==> src/rtl/alu_rs_sched.sv <==
// ALU/branch reservation station: CDB wakeup, dispatch bypass, one issue per cycle.
// Define ALU_RS_OLDEST_FIRST_EN for oldest-first selection via an age matrix; default is lowest-index.
module alu_rs_sched #(
  parameter int DEPTH     = 8,
  parameter int ROB_IDX_W = 4,
  parameter int OPT_W     = 6
) (
  input  logic                 clk,
  input  logic                 rst_n,
  input  logic                 rdy,
  input  logic                 flush,
  input  logic                 issue_st,
  input  logic                 disp_valid,
  input  logic [OPT_W-1:0]     disp_opt,
  input  logic [31:0]          disp_val1,
  input  logic [31:0]          disp_val2,
  input  logic [ROB_IDX_W-1:0] disp_q1,
  input  logic [ROB_IDX_W-1:0] disp_q2,
  input  logic [31:0]          disp_imm,
  input  logic [ROB_IDX_W-1:0] disp_rob_idx,
  output logic                 rs_full,
  input  logic                 cdb_alu_valid,
  input  logic                 cdb_lsb_valid,
  input  logic [ROB_IDX_W-1:0] cdb_alu_src,
  input  logic [ROB_IDX_W-1:0] cdb_lsb_src,
  input  logic [31:0]          cdb_alu_val,
  input  logic [31:0]          cdb_lsb_val,
  output logic                 rs_valid,
  output logic [OPT_W-1:0]     rs_opt,
  output logic [31:0]          rs_val1,
  output logic [31:0]          rs_val2,
  output logic [31:0]          rs_imm,
  output logic [ROB_IDX_W-1:0] rs_rob_idx
);
  localparam int IW = $clog2(DEPTH);
  localparam int CW = $clog2(DEPTH) + 1;

  typedef struct packed {
    logic                 busy;
    logic [OPT_W-1:0]     opt;
    logic [31:0]          val1;
    logic [ROB_IDX_W-1:0] q1;
    logic [31:0]          val2;
    logic [ROB_IDX_W-1:0] q2;
    logic [31:0]          imm;
    logic [ROB_IDX_W-1:0] rob_idx;
  } ent_t;

  ent_t           ent     [DEPTH];
  ent_t           ent_nxt [DEPTH];
  logic [DEPTH-1:0] busy, ready, pick, issue_oh;
  logic [IW-1:0]  sel, fsel;
  logic [CW-1:0]  count, count_nxt;
  logic           issue_go, disp_go;

  // Returns {q, val} after snooping both CDBs; ALU CDB wins a tag collision.
  function automatic logic [ROB_IDX_W+31:0] wake(input logic [ROB_IDX_W-1:0] q,
                                                 input logic [31:0] v);
    if (q != '0 && cdb_alu_valid && q == cdb_alu_src)
      return {{ROB_IDX_W{1'b0}}, cdb_alu_val};
    else if (q != '0 && cdb_lsb_valid && q == cdb_lsb_src)
      return {{ROB_IDX_W{1'b0}}, cdb_lsb_val};
    else
      return {q, v};
  endfunction

  always_comb begin
    for (int i = 0; i < DEPTH; i++) begin
      busy[i]  = ent[i].busy;
      ready[i] = ent[i].busy && ent[i].q1 == '0 && ent[i].q2 == '0;
    end
  end

`ifdef ALU_RS_OLDEST_FIRST_EN
  // age[i][j] set means entry j was already waiting when entry i arrived.
  logic [DEPTH-1:0] age     [DEPTH];
  logic [DEPTH-1:0] age_nxt [DEPTH];

  always_comb begin
    for (int i = 0; i < DEPTH; i++) begin
      pick[i]    = ready[i] && ((age[i] & ready) == '0);
      age_nxt[i] = age[i] & ~issue_oh;
      if (disp_go && fsel == IW'(i)) age_nxt[i] = busy & ~issue_oh;
    end
  end

  always_ff @(posedge clk or negedge rst_n) begin
    if (!rst_n) begin
      for (int i = 0; i < DEPTH; i++) age[i] <= '0;
    end else if (rdy) begin
      for (int i = 0; i < DEPTH; i++) age[i] <= flush ? '0 : age_nxt[i];
    end
  end
`else
  always_comb pick = ready;
`endif

  always_comb begin
    sel  = '0;
    fsel = '0;
    for (int i = DEPTH-1; i >= 0; i--) begin
      if (pick[i]) sel = IW'(i);
      if (!busy[i]) fsel = IW'(i);
    end
    issue_go = !issue_st && (|ready);
    disp_go  = disp_valid && !rs_full;
    for (int i = 0; i < DEPTH; i++) issue_oh[i] = issue_go && sel == IW'(i);
    count_nxt = count + {{(CW-1){1'b0}}, disp_go} - {{(CW-1){1'b0}}, issue_go};
  end

  always_comb begin
    for (int i = 0; i < DEPTH; i++) begin
      ent_nxt[i] = ent[i];
      {ent_nxt[i].q1, ent_nxt[i].val1} = wake(ent[i].q1, ent[i].val1);
      {ent_nxt[i].q2, ent_nxt[i].val2} = wake(ent[i].q2, ent[i].val2);
      if (issue_oh[i]) ent_nxt[i].busy = 1'b0;
      if (disp_go && fsel == IW'(i)) begin
        ent_nxt[i].busy    = 1'b1;
        ent_nxt[i].opt     = disp_opt;
        ent_nxt[i].imm     = disp_imm;
        ent_nxt[i].rob_idx = disp_rob_idx;
        {ent_nxt[i].q1, ent_nxt[i].val1} = wake(disp_q1, disp_val1);
        {ent_nxt[i].q2, ent_nxt[i].val2} = wake(disp_q2, disp_val2);
      end
    end
  end

  always_ff @(posedge clk or negedge rst_n) begin
    if (!rst_n) begin
      for (int i = 0; i < DEPTH; i++) ent[i] <= '0;
      count      <= '0;
      rs_full    <= 1'b0;
      rs_valid   <= 1'b0;
      rs_opt     <= '0;
      rs_val1    <= '0;
      rs_val2    <= '0;
      rs_imm     <= '0;
      rs_rob_idx <= '0;
    end else if (rdy) begin
      if (flush) begin
        for (int i = 0; i < DEPTH; i++) ent[i].busy <= 1'b0;
        count    <= '0;
        rs_full  <= 1'b0;
        rs_valid <= 1'b0;
      end else begin
        for (int i = 0; i < DEPTH; i++) ent[i] <= ent_nxt[i];
        count    <= count_nxt;
        rs_full  <= (count_nxt == CW'(DEPTH));
        rs_valid <= issue_go;
        if (issue_go) begin
          rs_opt     <= ent[sel].opt;
          rs_val1    <= ent[sel].val1;
          rs_val2    <= ent[sel].val2;
          rs_imm     <= ent[sel].imm;
          rs_rob_idx <= ent[sel].rob_idx;
        end
      end
    end
  end
endmodule

==> config.mk <==
export PLATFORM = sky130hd
export DESIGN_NAME = alu_rs_sched
export DESIGN_NICKNAME = d
export VERILOG_FILES = /design/src/rtl/alu_rs_sched.sv
export SDC_FILE = /design/constraint.sdc
export NUM_CORES = 2
export LEC_CHECK = 0
export CORE_MARGIN = 10
export CORE_UTILIZATION = 51
export CTS_CLUSTER_SIZE = 10
export DETAILED_ROUTE_END_ITERATION = 12
export PLACE_DENSITY_LB_ADDON = 0.3
export SYNTH_ARGS = -nofsm -noshare
export SYNTH_HDL_FRONTEND = slang
export SYNTH_SLANG_ARGS = --single-unit
export TNS_END_PERCENT = 1
==> constraint.sdc <==
create_clock -name clk -period 3.9 [get_ports clk]
set_clock_uncertainty 0.05 [all_clocks]
set_input_delay 0.78 -clock clk [delete_from_list [all_inputs] [get_ports clk]]
set_output_delay 0.78 -clock clk [all_outputs]
set_load 0.1 [all_outputs]
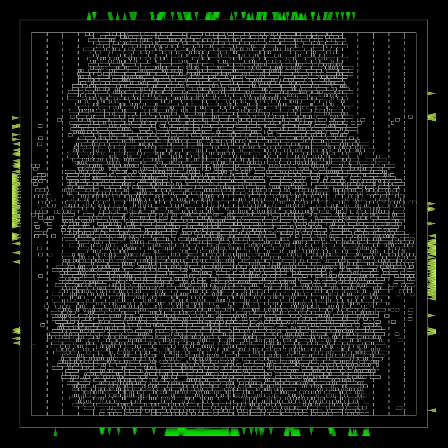
final_placement.png
# fillers: 9727
flop count: 1032
n_taps: 1524

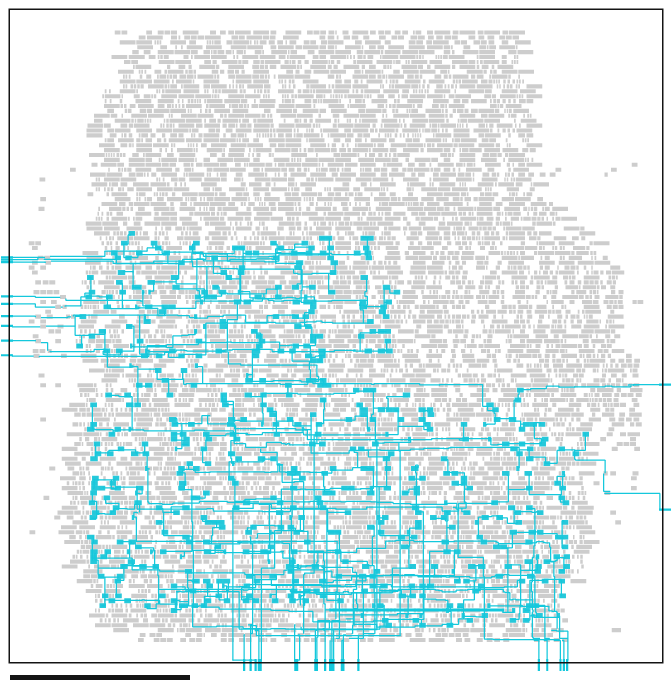
port_nets.png
The bar under the picture is 100 microns long.
Key: cdb_alu_val = cyan [bits 32, direction input, edge 21 bottom, 9 left, 2 right, end cells 576, buffers 61, wire 11600 microns]
Port Buf Inserts: 301
IO Pins: 302

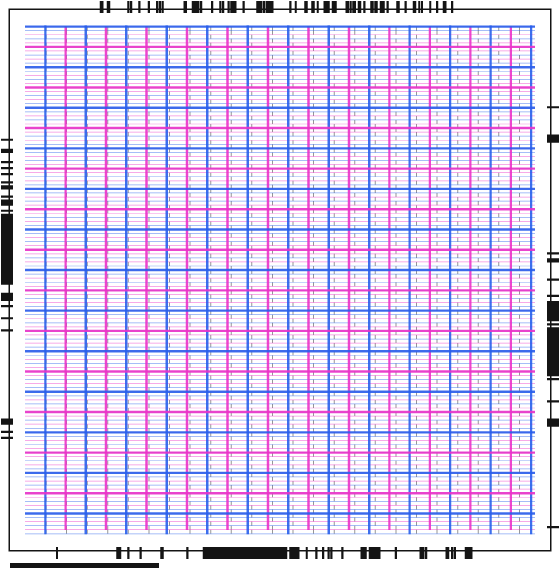
pdn.png
The bar under the picture is 100 microns long. Pins as bars on the die edge. Tap cells in gray.
Key: VSS = blue; VDD = magenta
The core has 125 rows. 126 met1 rails follow the rows. 302 signal pins sit on the boundary. 1524 tap cells.
Die X-Extent: 362 microns
Die Height: 362 microns
core area: 116000 sq um
Worst VDD drop: 573 uV

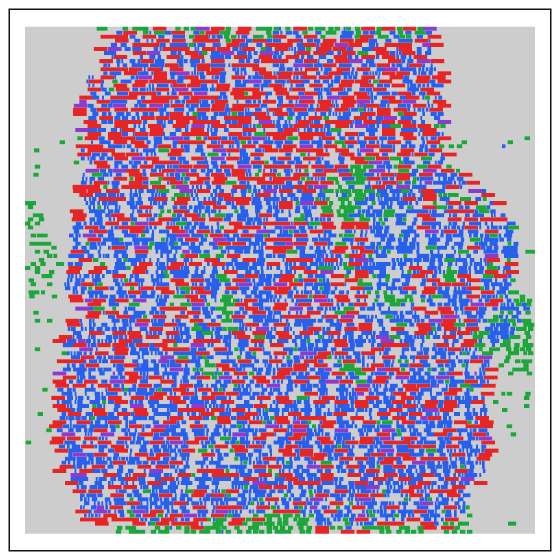
cell_classes.png
Fill, decap, tap and diode cells in gray.
Key: clock drivers and dummy loads = purple [cells 155]; flops = red [cells 1032]; all other logic = blue [cells 4837]; other buffers and delay cells = green [cells 640]
Final Cell Area: 69700 sq um
row cnt: 125
fraction of area in registers: 0.371

==> run_results.csv <==
group,metric,value,unit
outcome,status,"completed",
yosys,xor_share,0.0172,
routing,wl_met1,89.5,mm
floorplan,dieArea,131000,sq um
worst_setup_path,end_kind,"flip-flop",
power,p_leak,0.0302,uW
final_layout,final_util,0.600,
routing,avgViaCountPerCell,6.75,
worst_setup_path,start_kind,"flip-flop",
yosys,most_common_cell,"nand2_1",
power,p_per_area,544,nW/um^2
final_layout,final-clk-cell-share,0.0479,
power,pwr-share-comb,0.331,
worst_setup_path,slowest_delay,1.05,ns
clock_network,post_cts_buffers,0,
job,cap_viol_max_count,0,
worst_setup_path,worstReg2RegEnd,"rs_rob_idx[2]",
worst_setup_path,startpoint,"ent[188]",
power,p_comb,12500,uW
global_routing,grt_usage,0.359,
yosys,synth_nets,6722,
final_layout,inverters,32,
worst_setup_path,reg2reg_from,"ent[188]",
final_timing,min_period,3.53,ns
clock_network,cts.path.max_buffers,3,
final_layout,n_clock_buffer,148,
final_timing,setup_violations,0,
final_layout,stdcell_count,8203,
final_timing,fmax,283,MHz
global_routing,use_met1,0.461,
clock_network,cts_resized,0,
final_timing,rsz0062_at_grt,"no",
power,p_int,23300,uW
clock_network,cts_tree,"done",
worst_setup_path,crit_chain,"nor3_1, and3_1, o211ai_2, a21oi_4, a21o_2, buf_4, a22oi_1, a31oi_1",
routing,vias,55400,
yosys,edf_count,0,
hold_path,hp-class,"input port to async pin",
final_layout,largest_register,"ent",
yosys,ys_cells,6523,
routing,top_layer,"met5",
final_layout,n_antenna_cell,15,
clock_network,cts-root-buf,"clkbuf_16",
yosys,ys_warn_count,0,
global_routing,grt_overflow,0,
routing,first_pass_iters,6,
final_layout,comb_area,31400,sq um
yosys,async_reset_ff_frac,1.00,
yosys,synth.largest_area_cell,"dfrtp_1",
global_routing,antenna_found_initial,21,
power,power-top-group,"sequential cells",
power,seq-power,15100,uW
worst_setup_path,ff2ff_setup_slack,0.37,ns
placed_design,dp_slack,0.199,ns
yosys,ys_types,75,
yosys,avgSynthCellArea,9.15,sq um
final_timing,final_max_slew_viol_count,0,
yosys,synthMuxAreaShare,0.209,
routing,wl_met3,36.3,mm
worst_setup_path,crit_fanout,30,
clock_network,hold_buffers,0,
routing,wl_met2,101,mm
yosys,yosys-top-cells-area,"dfrtp_1 43%, mux2_2 13%, mux2i_1 8.0%, nand2_1 7.6%, o21ai_0 6.5%",
global_routing,grt_pass1_vias,54700,
routing,route.final.wire_length,244,mm
global_routing,grt_use_met3,0.121,
yosys,top_cell_area_share,0.433,
power,switching_share,0.385,
final_layout,fin_nets,6827,
final_timing,hold_violations,0,
power,p_total,37900,uW
placed_design,placedCellCount,8033,
worst_setup_path,critical_path_buf_inv_count,1,
yosys,synthFlopType,"dfrtp_1",
global_routing,grt_pass1_wl,356,mm
placed_design,hpwl,144,mm
yosys,ys_sh_adder,0.00117,
final_timing,setup_slack,0.365,ns
final_layout,drive_gt1_frac,0.190,
worst_setup_path,worstSetupPathType,"flip-flop to flip-flop",
global_routing,gr-max-usage-layer,"met2",
worst_setup_path,cp.depth,8,
yosys,yosys_area,59700,sq um
worst_setup_path,cpLargestDelayFamily,"AND-OR/OR-AND gates",
yosys,ys_top_logic_family,"multiplexers",
final_layout,mostFrequentLayoutCells,"1195 x nand2_1, 1032 x dfrtp_1, 774 x o21ai_0, 670 x mux2_2, 477 x mux2i_1",
final_layout,largest_class,"combinational gates",
final_timing,tightest_slew,1.39,ns
yosys,synthTopCellsByCount,"1205 x nand2_1, 1032 x dfrtp_1, 774 x o21ai_0",
floorplan,fp_util,0.513,
power,switching_power,14600,uW
clock_network,cts_num_sinks,1032,
yosys,yosys.stat.seqShare,0.433,
job,tool_warnings,33,
yosys,synth-simple-area-share,0.130,
clock_network,htreeDepth,3,
clock_network,clkTransAtPathRegs,0.06,ns
global_routing,grt_max_degree,112,
routing,route.detailed.drc,0,
power,power_frac_seq,0.399,
worst_setup_path,worstPathRequired,4.50,ns
power,p_clk,10200,uW
final_layout,sh_comb_area,0.451,
placed_design,place.gp.congestion,0.947,
final_layout,layout.nonclk_buf_frac,0.101,
worst_setup_path,cp-endpoint,"rs_rob_idx[2]",
final_layout,syn_to_final_growth,16.8,%
power,clockPowerShare,0.270,
Power figures rest on the tool's default switching activity, not on a simulated workload.
